--- src/rtl/wb_arb_pkg.sv ---
// Shared types and constants for the writeback port arbiter.
package wb_arb_pkg;

  localparam int WB_NREQ   = 8;
  localparam int WB_NPORT  = 2;
  localparam int WB_DATA_W = 32;
  localparam int WB_ADDR_W = 5;

  // Requester slots on the result bus. fsub shares the adder lane,
  // fsqrt shares the divider lane, ftoi/itof return through the multiplier lane.
  typedef enum logic [2:0] {
    U_FADD = 3'd0,
    L_FADD = 3'd1,
    U_FMUL = 3'd2,
    L_FMUL = 3'd3,
    U_FDIV = 3'd4,
    L_FDIV = 3'd5,
    LOAD_U = 3'd6,
    LOAD_L = 3'd7
  } wb_src_e;

  typedef struct packed {
    logic                 valid;
    logic [WB_ADDR_W-1:0] rt;
    logic [WB_DATA_W-1:0] tdata;
  } wb_req_t;

  typedef struct packed {
    logic                 en;
    logic [WB_ADDR_W-1:0] rt;
    logic [WB_DATA_W-1:0] data;
  } wb_port_t;

endpackage

--- src/rtl/rr_pick.sv ---
// Round-robin pick: one-hot first set bit of i_mask at or after i_ptr,
// scanning upward and wrapping modulo N (N need not be a power of two).
module rr_pick #(
  parameter int N  = 8,
  parameter int IW = 3
) (
  input  logic [N-1:0]  i_mask,
  input  logic [IW-1:0] i_ptr,
  output logic [N-1:0]  o_grant,
  output logic [IW-1:0] o_idx,
  output logic          o_found
);

  logic [N-1:0] w_rot;

  // Index of the requester 'off' positions after 'base', modulo N.
  function automatic logic [IW-1:0] wrap_add(input logic [IW-1:0] base, input int off);
    int s;
    s = int'(base) + off;
    if (s >= N) s = s - N;
    return IW'(s);
  endfunction

  // Rotate the mask so that position 0 is the current pointer.
  always_comb begin
    w_rot = '0;
    for (int j = 0; j < N; j++) begin
      w_rot[j] = i_mask[wrap_add(i_ptr, j)];
    end
  end

  // Priority-encode the lowest rotated bit and map it back to a requester index.
  always_comb begin
    o_grant = '0;
    o_idx   = '0;
    o_found = 1'b0;
    for (int j = N - 1; j >= 0; j--) begin
      if (w_rot[j]) begin
        o_found = 1'b1;
        o_idx   = wrap_add(i_ptr, j);
      end
    end
    if (o_found) o_grant[o_idx] = 1'b1;
  end

endmodule

--- src/rtl/wb_port_arbiter.sv ---
// Writeback port arbiter: grants up to NPORT results per cycle in round-robin
// order, skipping same-destination collisions, and registers the GPR write ports.
module wb_port_arbiter
  import wb_arb_pkg::*;
#(
  parameter int  NREQ   = WB_NREQ,
  parameter int  NPORT  = WB_NPORT,
  parameter int  DATA_W = WB_DATA_W,
  parameter int  ADDR_W = WB_ADDR_W,
  localparam int IDX_W  = (NREQ > 1) ? $clog2(NREQ) : 1
) (
  input  logic                          i_clk,
  input  logic                          i_rst,
  input  logic                          i_interlock,
  input  logic [NREQ-1:0]               i_req_valid,
  input  logic [NREQ-1:0][ADDR_W-1:0]   i_req_rt,
  input  logic [NREQ-1:0][DATA_W-1:0]   i_req_tdata,
  output logic [NREQ-1:0]               o_req_ready,
  output logic [NPORT-1:0]              o_wr_en,
  output logic [NPORT-1:0][ADDR_W-1:0]  o_wr_rt,
  output logic [NPORT-1:0][DATA_W-1:0]  o_wr_data,
  output logic [IDX_W-1:0]              o_rr_ptr,
  output logic                          o_conflict_stall
);

  logic [IDX_W-1:0]             r_rr_ptr;
  logic [NPORT-1:0]             r_wr_en;
  logic [NPORT-1:0][ADDR_W-1:0] r_wr_rt;
  logic [NPORT-1:0][DATA_W-1:0] r_wr_data;
  logic                         r_conflict_stall;

  logic [NPORT-1:0]             w_found;
  logic [NPORT-1:0][IDX_W-1:0]  w_idx;
  logic [NPORT-1:0][NREQ-1:0]   w_grant;
  logic [NPORT-1:0][ADDR_W-1:0] w_sel_rt;
  logic [NPORT-1:0][DATA_W-1:0] w_sel_data;
  logic [NREQ-1:0]              w_left;
  logic [NREQ-1:0]              w_blocked;
  logic [NREQ-1:0]              w_grant_any;
  logic                         w_go;
  logic [IDX_W-1:0]             w_last_idx;
  logic [IDX_W-1:0]             w_ptr_next;
  logic                         w_conflict;

  // One pick stage per write port. Each stage sees the requests not yet granted
  // and not colliding with a destination already claimed by an earlier stage.
  genvar gi;
  generate
    for (gi = 0; gi < NPORT; gi++) begin : g_stage
      logic [NREQ-1:0]  w_avail_in;
      logic [NREQ-1:0]  w_blk_in;
      logic [NREQ-1:0]  w_mask;
      logic [NREQ-1:0]  w_pick;
      logic [NREQ-1:0]  w_avail_out;
      logic [NREQ-1:0]  w_blk_out;
      logic [IDX_W-1:0] w_pidx;
      logic             w_hit;

      if (gi == 0) begin : g_head
        assign w_avail_in = i_req_valid;
        assign w_blk_in   = '0;
      end else begin : g_tail
        assign w_avail_in = g_stage[gi-1].w_avail_out;
        assign w_blk_in   = g_stage[gi-1].w_blk_out;
      end

      assign w_mask = w_avail_in & ~w_blk_in;

      rr_pick #(
        .N  (NREQ),
        .IW (IDX_W)
      ) u_pick (
        .i_mask  (w_mask),
        .i_ptr   (r_rr_ptr),
        .o_grant (w_pick),
        .o_idx   (w_pidx),
        .o_found (w_hit)
      );

      assign w_avail_out = w_avail_in & ~w_pick;

      // Add every requester targeting this stage's destination to the blocked set.
      always_comb begin
        w_blk_out = w_blk_in;
        for (int j = 0; j < NREQ; j++) begin
          if (w_hit && (i_req_rt[j] == i_req_rt[w_pidx])) w_blk_out[j] = 1'b1;
        end
      end

      assign w_found[gi]    = w_hit;
      assign w_idx[gi]      = w_pidx;
      assign w_grant[gi]    = w_pick;
      assign w_sel_rt[gi]   = i_req_rt[w_pidx];
      assign w_sel_data[gi] = i_req_tdata[w_pidx];
    end
  endgenerate

  assign w_left    = g_stage[NPORT-1].w_avail_out;
  assign w_blocked = g_stage[NPORT-1].w_blk_out;
  assign w_go      = ~i_interlock & ~i_rst;

  // Merge the per-port grants into the requester handshake.
  always_comb begin
    w_grant_any = '0;
    for (int k = 0; k < NPORT; k++) begin
      w_grant_any = w_grant_any | w_grant[k];
    end
    o_req_ready = w_go ? w_grant_any : '0;
  end

  // Pointer moves to just past the last requester granted this cycle.
  always_comb begin
    w_last_idx = '0;
    for (int k = 0; k < NPORT; k++) begin
      if (w_found[k]) w_last_idx = w_idx[k];
    end
    w_ptr_next = (w_last_idx == IDX_W'(NREQ - 1)) ? '0 : w_last_idx + 1'b1;
  end

  // A port went unused while some valid request was held back by a collision.
  assign w_conflict = ~w_found[NPORT-1] & (|(w_left & w_blocked));

  // Register the write ports, pointer and collision flag.
  always_ff @(posedge i_clk or posedge i_rst) begin
    if (i_rst) begin
      r_wr_en          <= '0;
      r_wr_rt          <= '0;
      r_wr_data        <= '0;
      r_rr_ptr         <= '0;
      r_conflict_stall <= 1'b0;
    end else if (i_interlock) begin
      r_wr_en          <= '0;
      r_conflict_stall <= 1'b0;
    end else begin
      for (int k = 0; k < NPORT; k++) begin
        r_wr_en[k]   <= w_found[k] && (w_sel_rt[k] != '0);
        r_wr_rt[k]   <= w_found[k] ? w_sel_rt[k] : '0;
        r_wr_data[k] <= w_found[k] ? w_sel_data[k] : '0;
      end
      if (w_found[0]) r_rr_ptr <= w_ptr_next;
      r_conflict_stall <= w_conflict;
    end
  end

  assign o_wr_en          = r_wr_en;
  assign o_wr_rt          = r_wr_rt;
  assign o_wr_data        = r_wr_data;
  assign o_rr_ptr         = r_rr_ptr;
  assign o_conflict_stall = r_conflict_stall;

endmodule

--- config.mk ---
export PLATFORM = sky130hd
export DESIGN_NAME = wb_port_arbiter
export DESIGN_NICKNAME = d
export VERILOG_FILES = /design/src/rtl/wb_arb_pkg.sv /design/src/rtl/rr_pick.sv /design/src/rtl/wb_port_arbiter.sv
export SDC_FILE = /design/constraint.sdc
export NUM_CORES = 1
export LEC_CHECK = 0
export CORE_UTILIZATION = 39
export DETAILED_ROUTE_END_ITERATION = 7
export PLACE_DENSITY = 0.71
export REMOVE_ABC_BUFFERS = 1
export SYNTH_ARGS = -nofsm -noshare
export SYNTH_HDL_FRONTEND = slang
export SYNTH_HIERARCHICAL = 1
export SYNTH_SLANG_ARGS = --single-unit
--- constraint.sdc ---
create_clock -name i_clk -period 17.4 [get_ports i_clk]
set_clock_uncertainty 0.2 [all_clocks]
set_input_delay 2.61 -clock i_clk [delete_from_list [all_inputs] [get_ports i_clk]]
set_output_delay 2.61 -clock i_clk [all_outputs]
set_load 0.05 [all_outputs]
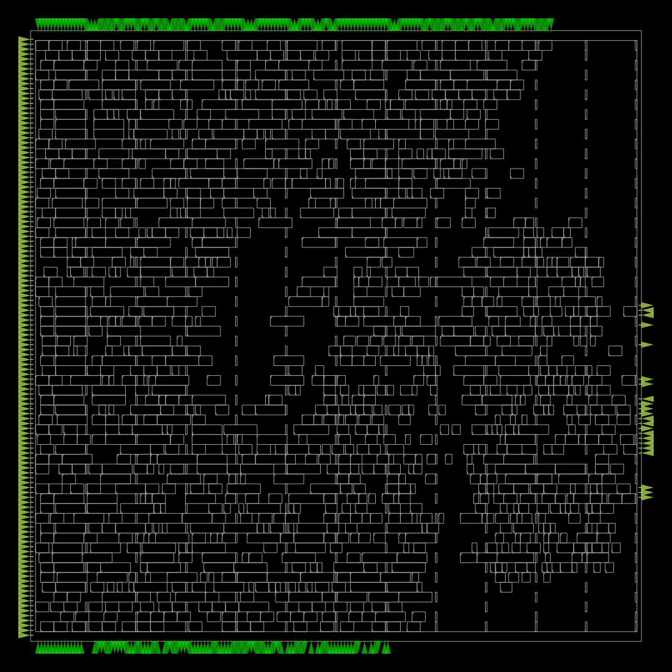
*Cell outlines without signal wires, run 1*
sequential share of cell area: 13.12%
core area: 27100 um^2
Tap Cells: 372
Seq cells: 80

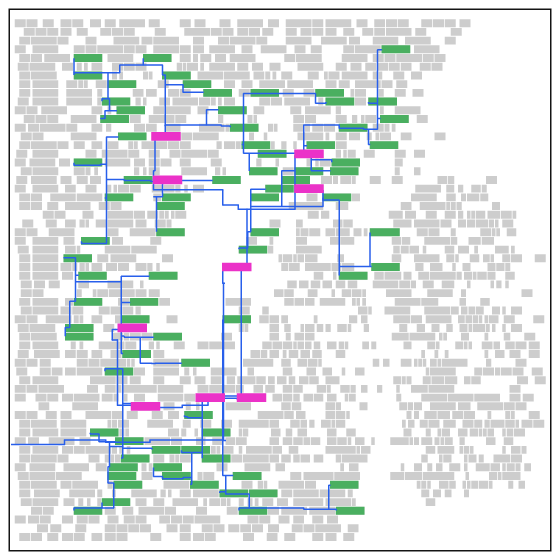
*Clock network drawn from the DEF, run 1*
legend:
  flip-flops:
    color: green
    count: 80
  clock drivers:
    color: magenta
    count: 9
  clock wires:
    color: blue
    length: 1270 um
routed clock nets: 10
clk latency late pin: 0.34 ns

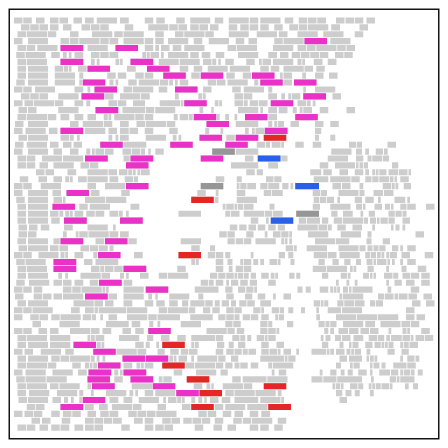
*Where the registers sit, run 1*
Other sequential cells in the stronger gray, the rest of the logic in the fainter gray.
legend:
  o_wr_data:
    color: magenta
    flops: 64
  o_wr_rt:
    color: red
    flops: 10
  o_rr_ptr:
    color: blue
    flops: 3
not colored: 3
register area: 2003 um^2
Final Util: 56.34%

==> flow_summary_export.csv, run 1 <==
group,metric,value,unit
run_status,status,"complete, no violations",
logic_synthesis,synthesis.area,10840,um^2
logic_synthesis,ys_sh_aoi,10.75,%
logic_synthesis,synthArstFlopShare,100.0,%
drt,via_per_inst,6.073,
logic_synthesis,yosys-top-cells-count,"164 x mux4_2, 123 x nand2_1, 92 x mux2i_1",
critical_path,critPathRequiredTime,14.59,ns
critical_path,end_kind,"primary output",
critical_path,cpLargestDelayFamily,"buffers and inverters",
die,io_pins,395,
critical_path,cp_num_buf_inv,5,
worst_hold_path,hold_class,"register to register",
critical_path,cp_max_fo,39,
logic_synthesis,ys_types,82,
drt,ant_nets,0,
critical_path,reg2reg_depth,30,
critical_path,worstSetupPathType,"primary input to primary output",
logic_synthesis,yosysCellCount,976,
finish,area_growth,40.92,%
clock_tree,post_cts_resized,0,
global_route,grt_overflow_total,0,
clock_tree,clkSinkCount,80,
critical_path,r2r_start,"o_rr_ptr[1]",
global_route,grt.busiest_layer,"met2",
global_route,grt_max_degree,81,
critical_path,cp-endpoint,"o_req_ready[1]",
critical_path,worstReg2RegEnd,"o_conflict_stall",
drt,wl_per_cell,25.02,um
logic_synthesis,yosysWarnings,6,
placed_design,dp.cells,1673,
final_timing,fmax,66.91,MHz
drt,drt-initial-drc-count,935,
worst_hold_path,holdPathEnd,"o_wr_data[46]",
clock_tree,cts_buffers,9,
drt,drt_pass1_iterations,6,
clock_tree,tritoncts,"done",
global_route,antenna_found_initial,10,
placed_design,io_buffers,394,
final_timing,setup_viol,0,
critical_path,slowest_delay,0.81,ns
critical_path,cp_num_cells,24,
final_timing,setup_tns,0,ns
die,rows,60,
logic_synthesis,postSynthCellCount,976,
finish,fin_nets,1625,
logic_synthesis,ys_area,10840,um^2
critical_path,worstSetupStartpoint,"i_req_valid[1]",
critical_path,path_cells,"clkdlybuf4s50_1, mux4_2, a21o_1, a211oi_1, o21ai_2, o41ai_4, clkinv_2, buf_4, mux4_2, a21oi_4, xor2_1, nand2_1, nor3_1, nor3b_1, mux2i_1, mux4_2, a32o_1, o21ai_0, o21a_1, clkinv_2, nor4_1, nor2_1, nor2_1, clkdlybuf4s50_1",
logic_synthesis,avgSynthCellArea,11.10,um^2
flow_run,drv_cap,0,
final_timing,slew_headroom,27.52,%
final_timing,finalCritPeriodShare,85.90,%
logic_synthesis,fa_ha_area_share,0.6928,%
global_route,track_usage,29.63,%
logic_synthesis,synth-main-ff-cell,"dfrtp_1",
logic_synthesis,simple_gate_share,10.70,%
global_route,gr-usage-met1,34.98,%
-- run 1: worst reg2reg max path: cells and delay by family, from the launching register on --
family          cells  cell delay (ns)
flops               1             0.38
fa+ha+maj           1             0.68
buf+inv             5             2.81
xor+xnor            2             0.31
mux                 7             3.33
compound gates      7             2.19
simple gates        8             1.65
-- run 1: final cells by class --
class / count / area, um^2
inverter: 22 / 91.34
antenna: 7 / 17.52
multi-input combinational: 793 / 8334
fill: 2332 / 11830
sequential: 80 / 2003
clock buffer: 10 / 239.0
clock inverter: 6 / 90.09
timing repair buffer: 406 / 4029
tap: 372 / 465.4
-- run 1: registers in the layout, indices dropped and copies added, names as in the netlist --
signal            flops
o_conflict_stall      1
o_wr_en               2
o_wr_rt              10
o_rr_ptr              3
o_wr_data            64
## Run 2: what changed since run 1
Settings changed: REMOVE_ABC_BUFFERS 1 to default.
==> run 2 against run 1 <==
  * Flip-flop count stayed put
  * Synthesized cell count unchanged
  * Sequential share of layout area is essentially flat
  * Final cell count up 0.24%
  * Wire length rose by 8.1%
  * Worst hold slack better by 0.0054 ns
==> flow_summary_export.csv, run 2 <==
group,metric,value,unit
finish,final_cell_mix,"393 x clkdlybuf4s50_1, 164 x mux4_2, 122 x nand2_1, 92 x mux2i_1, 80 x o21ai_0",
clock_tree,clkSinkCount,80,
logic_synthesis,yosys.stat.seqShare,18.48,%
placed_design,gp_congestion,0.9748,
placed_design,place_area,14930,um^2
final_timing,holdWs,0.2873,ns
die,die_y,168.7,um
flow_run,warnings,29,
final_timing,worst_slack,2.351,ns
drt,drt-initial-drc-count,960,
clock_tree,cts_setup_buffers,0,
die,initCoreUtil,39.98,%
critical_path,path_cells,"clkdlybuf4s50_1, mux4_2, a21o_1, a211oi_1, o21ai_2, o41ai_4, clkinv_2, mux4_1, nor2b_1, a21oi_4, xor2_1, nand2_1, nor3_1, nor3b_1, mux2i_1, mux4_2, a32o_1, o21ai_0, o21a_1, clkinv_2, nor4_1, nor2_1, nor2_1, clkdlybuf4s50_1",
final_timing,finalCritPeriodShare,86.49,%
logic_synthesis,synthesis.nets,1289,
finish,layout_top_cell,"clkdlybuf4s50_1",
logic_synthesis,postSynthCellCount,976,
global_route,grt_pass1_vias,10530,
critical_path,cp_num_buf_inv,4,
flow_run,drv_cap,0,
logic_synthesis,yosys-top-cells-count,"164 x mux4_2, 123 x nand2_1, 92 x mux2i_1",
logic_synthesis,yosysCellCount,976,
clock_tree,path_clk_slew,0.07,ns
critical_path,cp_max_fo,46,
drt,ant_nets,0,
drt,highest_layer,"met5",
placed_design,dpl.hpwl,35670,um
logic_synthesis,fa_ha_area_share,0.6928,%
final_timing,setup_viol,0,
logic_synthesis,synth-main-ff-cell,"dfrtp_1",
final_timing,hold_viol_final,0,
die,die_area,28450,um^2
drt,routed_wl,45850,um
logic_synthesis,ys_types,82,
critical_path,worstSetupStartpoint,"i_req_valid[2]",
drt,drt_pass1_iterations,5,
die,rows,60,
finish,fin_nets,1626,
clock_tree,insertion_delay,0.34,ns
finish,area_growth,41.02,%
global_route,use_met3,9.984,%
global_route,grt_pass1_wl,66410,um
global_route,track_usage,31.96,%
drt,route.met2.wl,22060,um
clock_tree,cts_buffers,9,
global_route,grt_overflow_total,0,
final_timing,slew_headroom,23.35,%
final_timing,setup_tns,0,ns
drt,dr_total_vias,10600,
clock_tree,post_cts_resized,0,
logic_synthesis,ys_area,10840,um^2
finish,largest_reg_flops,64,
drt,dr_wl_met3,4633,um
die,core,27100,um^2
clock_tree,h-tree-depth,3,
run_status,status,"complete, no violations",
critical_path,cpLargestDelayFamily,"buffers and inverters",
clock_tree,root_buffer,"clkbuf_16",
die,io_pins,395,
critical_path,worstSetupPathType,"primary input to primary output",
logic_synthesis,simple_gate_share,10.70,%
logic_synthesis,yosysWarnings,6,
global_route,grt_max_degree,77,
global_route,antenna_found_initial,20,
logic_synthesis,ys_sh_mux,47.40,%
critical_path,end_kind,"primary output",
clock_tree,tritoncts,"done",
logic_synthesis,synthArstFlopShare,100.0,%
global_route,grt.busiest_layer,"met2",
placed_design,dp_slack,2.511,ns
final_timing,tightest_slew,1.135,ns
drt,wl_per_cell,26.97,um
logic_synthesis,synthesis.area,10840,um^2
global_route,gr-usage-met1,38.86,%
critical_path,r2r_start,"o_rr_ptr[0]",
logic_synthesis,ys_sh_aoi,10.75,%
drt,met1_length,16680,um
placed_design,io_buffers,394,
logic_synthesis,ys.flops,80,
logic_synthesis,synth.logic.top_family,"multiplexers",
critical_path,slowest_delay,0.85,ns
drt,via_per_inst,6.234,
die,die-width,168.7,um
worst_hold_path,worstHoldStart,"o_wr_data[32]",
clock_tree,ctsHoldBuffers,0,
worst_hold_path,hold_class,"register to register",
drt,drc,0,
placed_design,dp.cells,1674,
critical_path,critPathRequiredTime,14.59,ns
logic_synthesis,avgSynthCellArea,11.10,um^2
final_timing,drv_slew,0,
final_timing,fmax,66.45,MHz
final_timing,fin_crit,15.05,ns
run 2: cell counts after synthesis:
No cell type changed its count.
run 2: worst paths after layout:
| kind | endpoint | cells after the start | slack (ns) |
|---|---|---|---|
| worst max-delay path | o_req_ready[1] | 24 | 2.35 |
| worst min-delay path | o_wr_data[32] | 2 | 0.29 |
| worst max register to register | o_conflict_stall | 29 | 6.14 |
| worst min register to register | o_wr_data[32] | 2 | 0.29 |
| max in group asynchronous | o_rr_ptr[0] | 3 | 13.43 |
| min in group asynchronous | o_wr_data[38] | 2 | 2.31 |
run 2: final cells by class:
class	count	area, um^2
Inverter	22	91.34
Multi-Input combinational cell	793	8332
Tap cell	372	465.4
Antenna cell	10	25.02
Fill cell	2378	11820
Timing Repair Buffer	407	4036
Sequential cell	80	2003
Clock inverter	7	101.3
Clock buffer	9	225.2
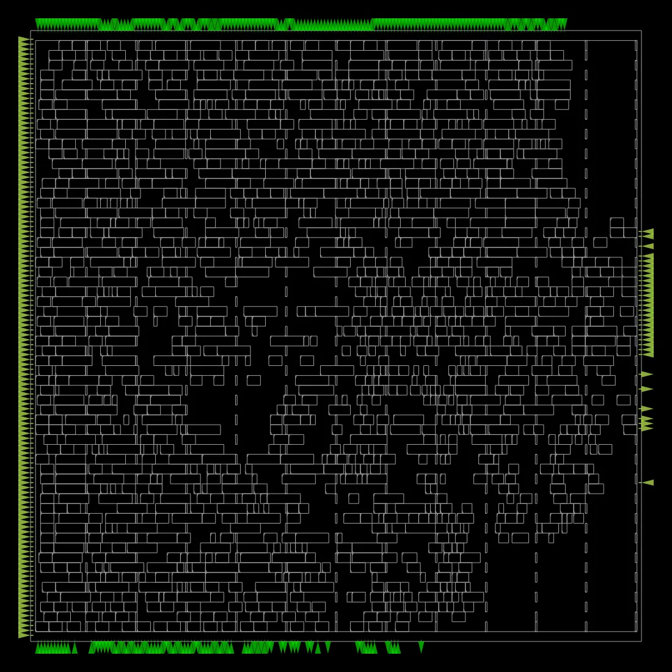
*Cell outlines without signal wires, run 2*
sequential share of cell area: 13.11%
Final Util: 56.38%

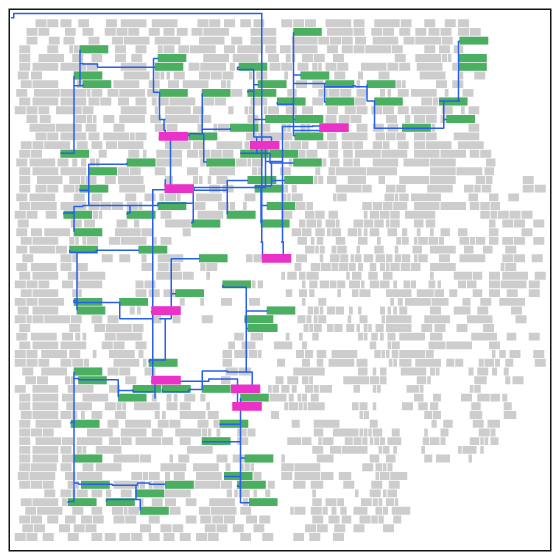
*Clock network drawn from the DEF, run 2*
legend:
  clock wires:
    color: blue
    length: 1320 um
  clock drivers:
    color: magenta
    count: 9
  flip-flops:
    color: green
    count: 80
routed clock nets: 10

